===== src/rtl/spi2apb_bridge_v2.sv =====
// SPI-slave to APB-master bridge: one framed SPI transfer becomes one APB
// access to one of NUM_BANKS slaves, with wait states, timeout and error flag.
module spi2apb_bridge_v2 #(
    parameter int NUM_BANKS  = 4,
    parameter int ADDR_WIDTH = 3,
    parameter int DATA_WIDTH = 8,
    parameter int TA_BITS    = 4
) (
    input  logic                  sclk,
    input  logic                  resetn,
    input  logic                  mosi,
    input  logic                  ss,
    output logic                  miso,
    input  logic [DATA_WIDTH-1:0] b_prdata,
    input  logic                  b_pready,
    input  logic                  b_pslverr,
    output logic                  b_pclk,
    output logic                  b_presetn,
    output logic [DATA_WIDTH-1:0] b_pwdata,
    output logic                  b_pwrite,
    output logic [NUM_BANKS-1:0]  b_psel,
    output logic                  b_penable,
    output logic [ADDR_WIDTH-1:0] b_paddr
);

    localparam int BANK_W = (NUM_BANKS > 1) ? $clog2(NUM_BANKS) : 1;
    localparam int H      = 1 + BANK_W + ADDR_WIDTH;
    localparam int D      = DATA_WIDTH;
    localparam int F      = H + D + TA_BITS;
    localparam int CW     = $clog2(F + 1);
    localparam int EW     = $clog2(TA_BITS + 1);
    localparam int SW     = H + D - 1;

    localparam logic [CW-1:0]     C_RD_E0 = CW'(H - 1);
    localparam logic [CW-1:0]     C_WR_E0 = CW'(H + D - 1);
    localparam logic [CW-1:0]     C_LOAD  = CW'(H + TA_BITS - 1);
    localparam logic [CW-1:0]     C_SRMAX = CW'(H + D);
    localparam logic [CW-1:0]     C_F     = CW'(F);
    localparam logic [EW-1:0]     E_TA    = EW'(TA_BITS);
    localparam logic [BANK_W:0]   NB      = NUM_BANKS[BANK_W:0];

    typedef enum logic [1:0] {
        IDLE,
        SETUP,
        ACCESS
    } state_t;

    state_t              state;
    logic [CW-1:0]       cnt;
    logic [EW-1:0]       ecnt;
    logic                rw_q;
    logic [SW-1:0]       sr;
    logic [SW-1:0]       sr_n;
    logic [D-1:0]        rdata;
    logic [D-1:0]        sh;
    logic [D-1:0]        sh_n;
    logic [D-1:0]        rd_src;
    logic                err;
    logic                err_n;

    logic                active;
    logic                e0;
    logic [H-2:0]        hdr;
    logic [BANK_W-1:0]   bank;
    logic [ADDR_WIDTH-1:0] addr;
    logic [D-1:0]        wdat;
    logic                bad;
    logic [NUM_BANKS-1:0] onehot;
    logic                timeout;
    logic                done;
    logic                load;
    logic                shift;

    assign b_pclk    = sclk;
    assign b_presetn = resetn;

    assign active = ~ss && (cnt != C_F);

    // The R/W bit is kept in rw_q, so the shifter only holds bank/addr/data.
    always_comb begin
        sr_n = sr;
        if (active && (cnt != '0) && (cnt < C_SRMAX))
            sr_n = {sr[SW-2:0], mosi};
    end

    assign hdr  = rw_q ? sr_n[SW-1 -: H-1] : sr_n[H-2:0];
    assign bank = hdr[H-2 -: BANK_W];
    assign addr = hdr[ADDR_WIDTH-1:0];
    assign wdat = sr_n[D-1:0];
    assign bad  = ({1'b0, bank} >= NB);

    always_comb begin
        onehot = '0;
        for (int i = 0; i < NUM_BANKS; i++)
            onehot[i] = (BANK_W'(i) == bank);
    end

    assign e0 = active && (state == IDLE) &&
                ((rw_q && (cnt == C_WR_E0)) ||
                 (!rw_q && (cnt == C_RD_E0)));

    assign timeout = (state == ACCESS) && (ecnt == E_TA);
    assign done    = (state == ACCESS) && (ecnt != E_TA) && b_pready;

    // A flag-set on the frame's first edge must beat the read-clear.
    always_comb begin
        err_n = err;
        if (~ss && (cnt == '0))
            err_n = 1'b0;
        if ((e0 && bad) || timeout || (done && b_pslverr))
            err_n = 1'b1;
    end

    always_ff @(posedge sclk) begin
        if (!resetn) begin
            cnt  <= '0;
            rw_q <= 1'b0;
            sr   <= '0;
            err  <= 1'b0;
        end else begin
            err <= err_n;
            sr  <= sr_n;
            if (ss)
                cnt <= '0;
            else if (cnt != C_F)
                cnt <= cnt + 1'b1;
            if (~ss && (cnt == '0))
                rw_q <= mosi;
        end
    end

    always_ff @(posedge sclk) begin
        if (!resetn) begin
            state     <= IDLE;
            ecnt      <= '0;
            rdata     <= '0;
            b_psel    <= '0;
            b_penable <= 1'b0;
            b_paddr   <= '0;
            b_pwrite  <= 1'b0;
            b_pwdata  <= '0;
        end else begin
            unique case (state)
                IDLE: begin
                    if (e0)
                        rdata <= '0;
                    if (e0 && !bad) begin
                        state     <= SETUP;
                        ecnt      <= EW'(1);
                        b_psel    <= onehot;
                        b_paddr   <= addr;
                        b_pwrite  <= rw_q;
                        b_pwdata  <= rw_q ? wdat : '0;
                        b_penable <= 1'b0;
                    end
                end
                SETUP: begin
                    state     <= ACCESS;
                    ecnt      <= EW'(2);
                    b_penable <= 1'b1;
                end
                ACCESS: begin
                    if (timeout || done) begin
                        state     <= IDLE;
                        b_psel    <= '0;
                        b_penable <= 1'b0;
                        b_paddr   <= '0;
                        b_pwrite  <= 1'b0;
                        b_pwdata  <= '0;
                        if (done && !b_pwrite)
                            rdata <= b_prdata;
                    end else begin
                        ecnt <= ecnt + 1'b1;
                    end
                end
                default: state <= IDLE;
            endcase
        end
    end

    assign load  = ~ss && !rw_q && (cnt == C_LOAD);
    assign shift = ~ss && !rw_q && (cnt > C_LOAD) && (cnt < C_F);

    assign rd_src = timeout ? '0 : rdata;

    always_comb begin
        sh_n = sh;
        if (load)
            sh_n = rd_src;
        else if (shift)
            sh_n = {sh[D-2:0], 1'b0};
    end

    always_ff @(posedge sclk) begin
        if (!resetn) begin
            sh   <= '0;
            miso <= 1'b0;
        end else begin
            sh <= sh_n;
            if (ss)
                miso <= err_n;
            else if (load || shift)
                miso <= sh_n[D-1];
            else
                miso <= 1'b0;
        end
    end

endmodule

===== config.mk =====
export PLATFORM = sky130hd
export DESIGN_NAME = spi2apb_bridge_v2
export DESIGN_NICKNAME = d
export VERILOG_FILES = /design/src/rtl/spi2apb_bridge_v2.sv
export SDC_FILE = /design/constraint.sdc
export NUM_CORES = 1
export LEC_CHECK = 0
export CORE_ASPECT_RATIO = 1.4
export CORE_MARGIN = 2
export CORE_UTILIZATION = 51
export CTS_BUF_LIST = sky130_fd_sc_hd__clkbuf_4 sky130_fd_sc_hd__clkbuf_8
export DETAILED_ROUTE_END_ITERATION = 8
export GPL_ROUTABILITY_DRIVEN = 0
export GPL_TIMING_DRIVEN = 0
export PLACE_DENSITY = 0.81
export SYNTH_ARGS = -nofsm -noshare
export SYNTH_HDL_FRONTEND = slang
export SYNTH_SLANG_ARGS = --single-unit

===== constraint.sdc =====
create_clock -name sclk -period 1.9 [get_ports sclk]
set_input_delay 0.285 -clock sclk [delete_from_list [all_inputs] [get_ports sclk]]
set_output_delay 0.285 -clock sclk [all_outputs]
set_load 0.01 [all_outputs]

run_1/clock_map.png
(6 px per um)
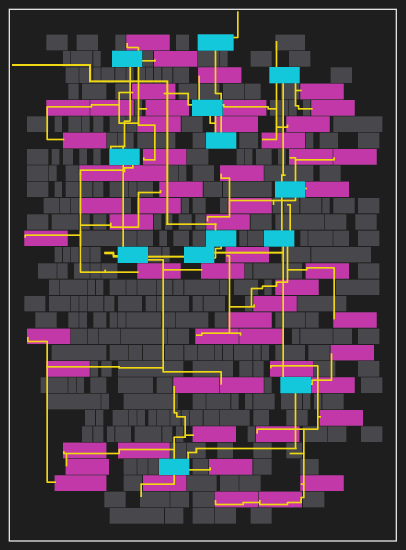
legend:
  flip-flops:
    colour: magenta
    count: 58
  cells driving clock nets:
    colour: cyan
    count: 14
  clock wires:
    colour: yellow
    length: 796 um
flops lie: spread over the die
setup clock skew after layout: 7.24 ps
Late-Pin Clk Latency: 440 ps
share of power burned in the clock network: 0.503
clk pwr: 1420 uW

run_1/cell_classes.png
(4 px per um) Fill, decap, tap and diode cells in grey.
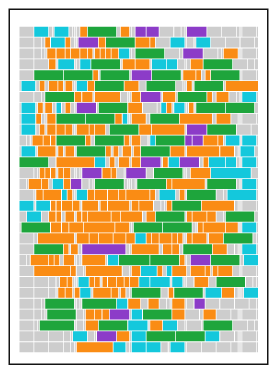
legend:
  all other logic:
    colour: orange
    cells: 206
  flip-flops:
    colour: green
    cells: 58
  other buffers and delay cells:
    colour: cyan
    cells: 65
  clock drivers and dummy loads:
    colour: purple
    cells: 21
Site Rows: 30
final std cell area, no fill: 0.00367 mm2

==> COMMIT_EDITMSG, run 1 <==
Record implementation results from latest flow run

* Count of vias placed by the detailed router: about 2300
- Once routing completed, OpenROAD measured the worst setup slack at -81.2 ps.
- Number of max-cap violations: 0
* Met2 track demand over resource in global routing: 0.397
* Distinct lib cells used: 46
* Standard cell core area: approximately 0.005 mm2
- The post-route utilization of the core is recorded as 0.752.
* Number of global-route vias before repair: about 2200
* Chip area from the yosys synthesis statistics: 0.00259 mm2
- During I/O placement, the number of pins put on the boundary was 34.
* Area share of buffers outside the clock network: 0.168
- Among the non-sequential cells, simple AND/OR/NAND/NOR gates take the most area.
- Once the clock tree was built, the setup fixing pass inserted 8 buffers.
- The end-of-flow timing check tallies setup violations at 9.
- Across every metal layer, demand over resource in global routing totals 0.227.
- Of the total synthesized cell area, the portion taken by AND, OR, NAND and NOR gates is 0.192.
- Cell type contributing the most total cell area after synthesis: dfxtp_1
- Total Power: between 2000 and 3000 uW
* Leading power group: the clock network
- Pin count of the biggest net entering global routing: 11
* TritonRoute pass-1 iters: 5
- The placed instances occupy a cell area of around 0.003 mm2.
- OpenROAD warnings: 35
- For this block, the initial DRC count from the detailed router was roughly 100.
* Top-count cell post-synth: dfxtp_1
* Cell internal pwr: 2210 uW
- GR Overflow Total: 0
* Wire length of the first global-routing pass: between 9000 and 10000 um
* Count of instantiated cells in the yosys netlist: 281
- Synth Area in XOR/XNOR: 0.0169
* Post-CTS clock slew at the launch and capture registers of the worst setup and hold paths: 70 ps
* Synth top cells by count: 58 x dfxtp_1, 37 x nand2_1, 25 x nor2_1
* Fraction of layout instances using a drive strength above 1: 0.266
* M1 GR Usage: 0.240
- In the setup report, the worst path falls into the class reg2reg.
* Largest class: logic gates
- Non-clock buffers: 66
- Counting cells, the worst reg-to-reg path comes to 9.
- Area occupied by multi-input gates: ~0.0015 mm2
* DP Wirelength: 3770 um
- Uppermost routed layer: met4
- Combinational fraction of the cell area: 0.408
* Die Wd: between 60 and 70 um
* Via density: 5.45
- Final-stage net count: 367
* Minimum clock period after layout: 1980 ps
- Count of antenna-violating nets left after detailed routing: 0
- Most frequent standard cell in the layout excluding fill and tap cells: dfxtp_1
- Area fraction in full adders, half adders and majority gates: 0.0386
- After synthesis the netlist holds a flip-flop and latch count of 58.
- Of the total standard cell area in the layout, the sequential portion is 0.319.
- Number of warning messages in the yosys log: 0
- Fraction of post-synthesis cell area in the top cell type by area: 0.448
- Switching power as a fraction of the total was reported as 0.218.
- STA lists the maximum fanout along the critical path as 6.
- The number of nets in the synthesized netlist is slightly above 300.
- Status: finished, violations left
* Worst Setup SP: cnt[1]
- In this run the critical register-to-register path is captured at b_paddr[1].
- The arrival time of data at the worst endpoint is listed as approximately 2300 ps.
- Final Non-Filler Cells: 414
* Met3 Resource Use GR: 0.0687
* Cell leakage power: 0.00140 uW
- Share of flip-flops with an asynchronous set or reset: 0
* Mux share: 0.0902
- Worst path required time: 2230 ps
* Count of inserted tapcells: around 64
- Unrepaired setup endpoints after global routing: yes
- After global routing, the most crowded layer is met2.
- The routed design has 6500 um of wire.
* Combinational Gates: between 150 and 200
* Failing checks: negative setup slack
- Top achievable clock speed: 505 MHz
- Routed length on met3: 242 um
- Reg-to-reg setup timing slack: -80 ps
- Pre-Place Util: 0.532
- Total Negative Setup Slacks: -360 ps
run_1/density.png
(3 px per um) The die is cut into 6 by 9 equal tiles; black is low, pale yellow is high, 0 to 100% covered.
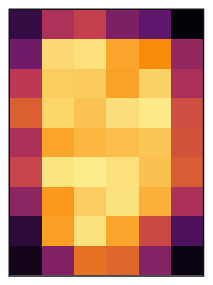
densest ninth of the die: middle
fullest tile: 96%
nearly empty tiles: 1.9%
tiles over 75% full: 48%

run_1/final_clocks.png
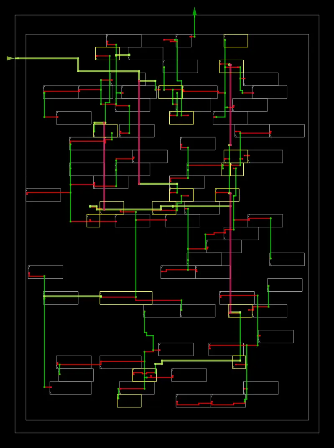
Seq cells: 58
# clk buffers: 18

[run 1: critical path, cell delays in order, from the launching register on]
cell	delay (ps)
dfxtp_4	370
inv_4	50
ha_4	150
nor3b_4	140
a311o_1	290
buf_6	160
buf_12	150
mux2i_4	180
nand2_1	100
a32o_1	260
[run 1: kinds of logic (layout without fill, tap and decap cells)]
family	after synthesis	count (layout)
and+or+nand+nor	104	104
DFF	58	58
AOI/OAI and AO/OA	56	56
buffers and inverters	28	97
muxes	22	22
xor gates and xnor gates	5	5
adders and majority gates	8	8
[run 1: sequential cells by signal (all words and copies together) (netlist names), named ones only]
name	cells
b_pwrite	1
sh	7
sr	11
rdata	8
b_psel	4
ecnt	3
rw_q	1
b_pwdata	8
err	1
miso	1
state	2
b_paddr	3
cnt	5
b_penable	1
==> inputs of run 2 (changes only) <==
SETUP_SLACK_MARGIN = 0.05   (was not set)
==> run 2 against run 1 <==
  * The flow still finishes with violations (negative setup slack)
  * Cell count is 0.48% lower
  * Sequential power hardly changed
  * Non-clock buffer count is 2 lower
  * Sequential share of layout area is 0.43 points higher
  * Critical path depth stayed put
  * Global-route usage is 0.48 points higher
  * Synthesized cell count stayed put
==> COMMIT_EDITMSG, run 2 <==
Record implementation results from latest flow run

- The stage-log warning count came to 36 (was 35).
- Final Non-Filler Cells: 412 (was 414)
* Site Rows: 30 (unchanged)
* Mux share: 0.0902 (unchanged)
- The internal power is 2140 uW (was 2210 uW).
- Data arrival, critical path: 2430 ps (was 2310 ps)
* Number of max-cap violations: 0 (unchanged)
* Unrepaired setup endpoints after global routing: yes (unchanged)
- Fraction of layout instances using a drive strength above 1: 0.259 (was 0.266)
- The clock slew seen by the registers of the worst setup and hold paths was 70 ps (about the same).
* Reg-to-reg setup timing slack: -180 ps (was -80 ps)
* Synth Register Bits: 58 (unchanged)
- Number of nets at floorplan: 303 (unchanged)
- Synth top cells by count: 58 x dfxtp_1, 37 x nand2_1, 25 x nor2_1 (unchanged).
- Count of vias placed by the detailed router: 2261 (was 2256)
* Leading power group: the clock network (unchanged)
- The actual slew at the worst max-slew pin was 584 ps (was 554 ps).
- Share of synthesized cell area in and, or, nand and nor gates: 0.192 (unchanged)
* Most frequent standard cell in the layout excluding fill and tap cells: dfxtp_1 (unchanged)
* Logic depth of the worst setup path including buffers: 9 (unchanged)
- Die Wd: 64.3 um (unchanged)
* Pre-Place Util: 0.532 (unchanged)
- Via density: 5.49 (was 5.45)
* Post-layout worst setup margin: -177 ps (was -81.2 ps)
* Wire length of the first global-routing pass: 9890 um (was 9670 um)
- The number of nets at the end of the flow was 365 (was 367).
- Maximum single-stage delay on the critical path: 370 ps (about the same)
- The count of antenna-violating nets left after detailed routing came to 0 (unchanged).
- The cell count in the Yosys report came to 281 (unchanged).
- The highest clock frequency the design can meet came to 481 MHz (was 505 MHz).
* Relative contribution of sequential cells to total power: 0.435 (was 0.434)
- The top metal layer carrying routed signals is met4 (unchanged).
* Met2 track demand over resource in global routing: 0.372 (was 0.397)
- The maximum number of pins on one net before global-route repair came to 11 (unchanged).
- Distinct lib cells used: 46 (unchanged)
* Io pins: 34 (unchanged)
- The share of synthesized cell area in full adder, half adder and majority cells came to 0.0386 (unchanged).
- The fraction of post-synthesis cell area in the top cell type by area is 0.448 (unchanged).
* Max Fanout on Critical Path: 6 (unchanged)
* Cell leakage power: 0.00140 uW (about the same)
- Final std cell area, no fill: 0.00363 mm2 (was 0.00367 mm2)
* Placement-stage cell area: 0.00303 mm2 (was 0.00301 mm2)
- The total routing usage reported by global routing is 0.232 (was 0.227).
- Failing checks: negative setup slack (unchanged)
- The core utilization of the finished layout came to 0.744 (was 0.752).
* Share of flip-flops with an asynchronous set or reset: 0 (unchanged)
- The critical path start-end classification was reg2reg (unchanged).
- Delay-heaviest family, CP: AND-OR/OR-AND gates (unchanged)
* Register with the most flip-flops: sr (unchanged)
* Status: finished, violations left (unchanged)
- Switch share: 0.239 (was 0.218)
- The largest area contributor in the netlist is dfxtp_1 (unchanged).
* Number of cells traversed by the worst register-to-register path: 9 (unchanged)
* Total Routed Length: 6500 um (about the same)
- The DRC violation total after the first TritonRoute iteration is 141 (was 102).
- Total buffers and inverters traversed by the critical path: 3 (unchanged)
- Number of global-route vias before repair: 2182 (was 2183)
- Routed wire length on met2: 3440 um (was 3510 um)
- Minimum clock period after layout: 2080 ps (was 1980 ps)
- Worst Setup SP: cnt[0] (was cnt[1])
* Synth Area in XOR/XNOR: 0.0169 (unchanged)
* Max reg flops: 11 (unchanged)
- The required time of the critical path came to 2250 ps (was 2230 ps).
- The total clock network power came to 1420 uW (about the same).
- Number of setup buffers added after CTS: 10 (was 8)
- The cell at the slowest stage of the critical path is dfxtp_4 (unchanged).
* Type of destination of the critical path: flop (unchanged)
* M1 GR Usage: 0.267 (was 0.240)
- TritonRoute pass-1 iters: 4 (was 5)
- The accumulated negative setup slack came to -666 ps (was -360 ps).
* Number of failing setup endpoints in the final timing report: 10 (was 9)
- Share of power burned in the clock network: 0.504 (was 0.503)
- The final HPWL from detailed placement was 3720 um (was 3770 um).
- The busiest layer in global routing was met2 (unchanged).
- The core box area came to 0.00488 mm2 (unchanged).
* Met3 Resource Use GR: 0.0852 (was 0.0687)
run 2: final cells by class:
cell class              count  area [um2]
flip-flops and latches     58        1170
clock buffers              15         196
clock inverters             5        53.8
well taps                  64        80.1
plain buffers              16         139
inverters                  11        41.3
multi-input cells         195        1470
repair buffers             48         480
fillers                   355        1250
run 2: through the flow:
| step | total power (uW) | hold slack (ps) | setup WS [ps] |
|---|---|---|---|
| 2_1_floorplan | 1370 | 377 | 46.4 |
| 3_3_place_gp | 1460 | 439 | -543 |
| 3_5_place_dp | 1460 | 443 | -561 |
| 4_1_cts | 2790 | 451 | -32.0 |
| 5_1_grt | 2880 | 318 | -237 |
| 6_report | 2810 | 278 | -177 |
run_2/final_clocks.png
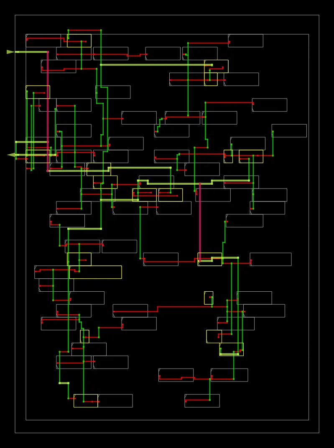
# clk buffers: 15
setup clock skew after layout: 9.24 ps
Late-Pin Clk Latency: 460 ps

run_2/zoom.png
Window x 20 to 45, y 32 to 57 um. Cells in grey, sequential cells in the stronger grey; small squares are vias.
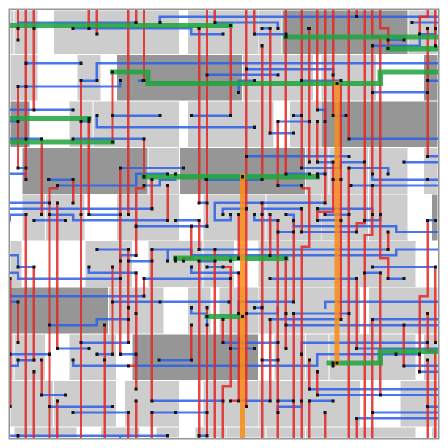
legend:
  met2:
    colour: red
  met3:
    colour: green
  met1:
    colour: blue
  met4:
    colour: orange
sequential cells in the window: 7
netlist names of flops here include: `sh` (2)
cells with their middle in the window: 49
most frequent: dfxtp_1 (7), nor2_1 (4), clkbuf_8 (3)

No activity file was given, so power comes from the tool's default toggle rates.
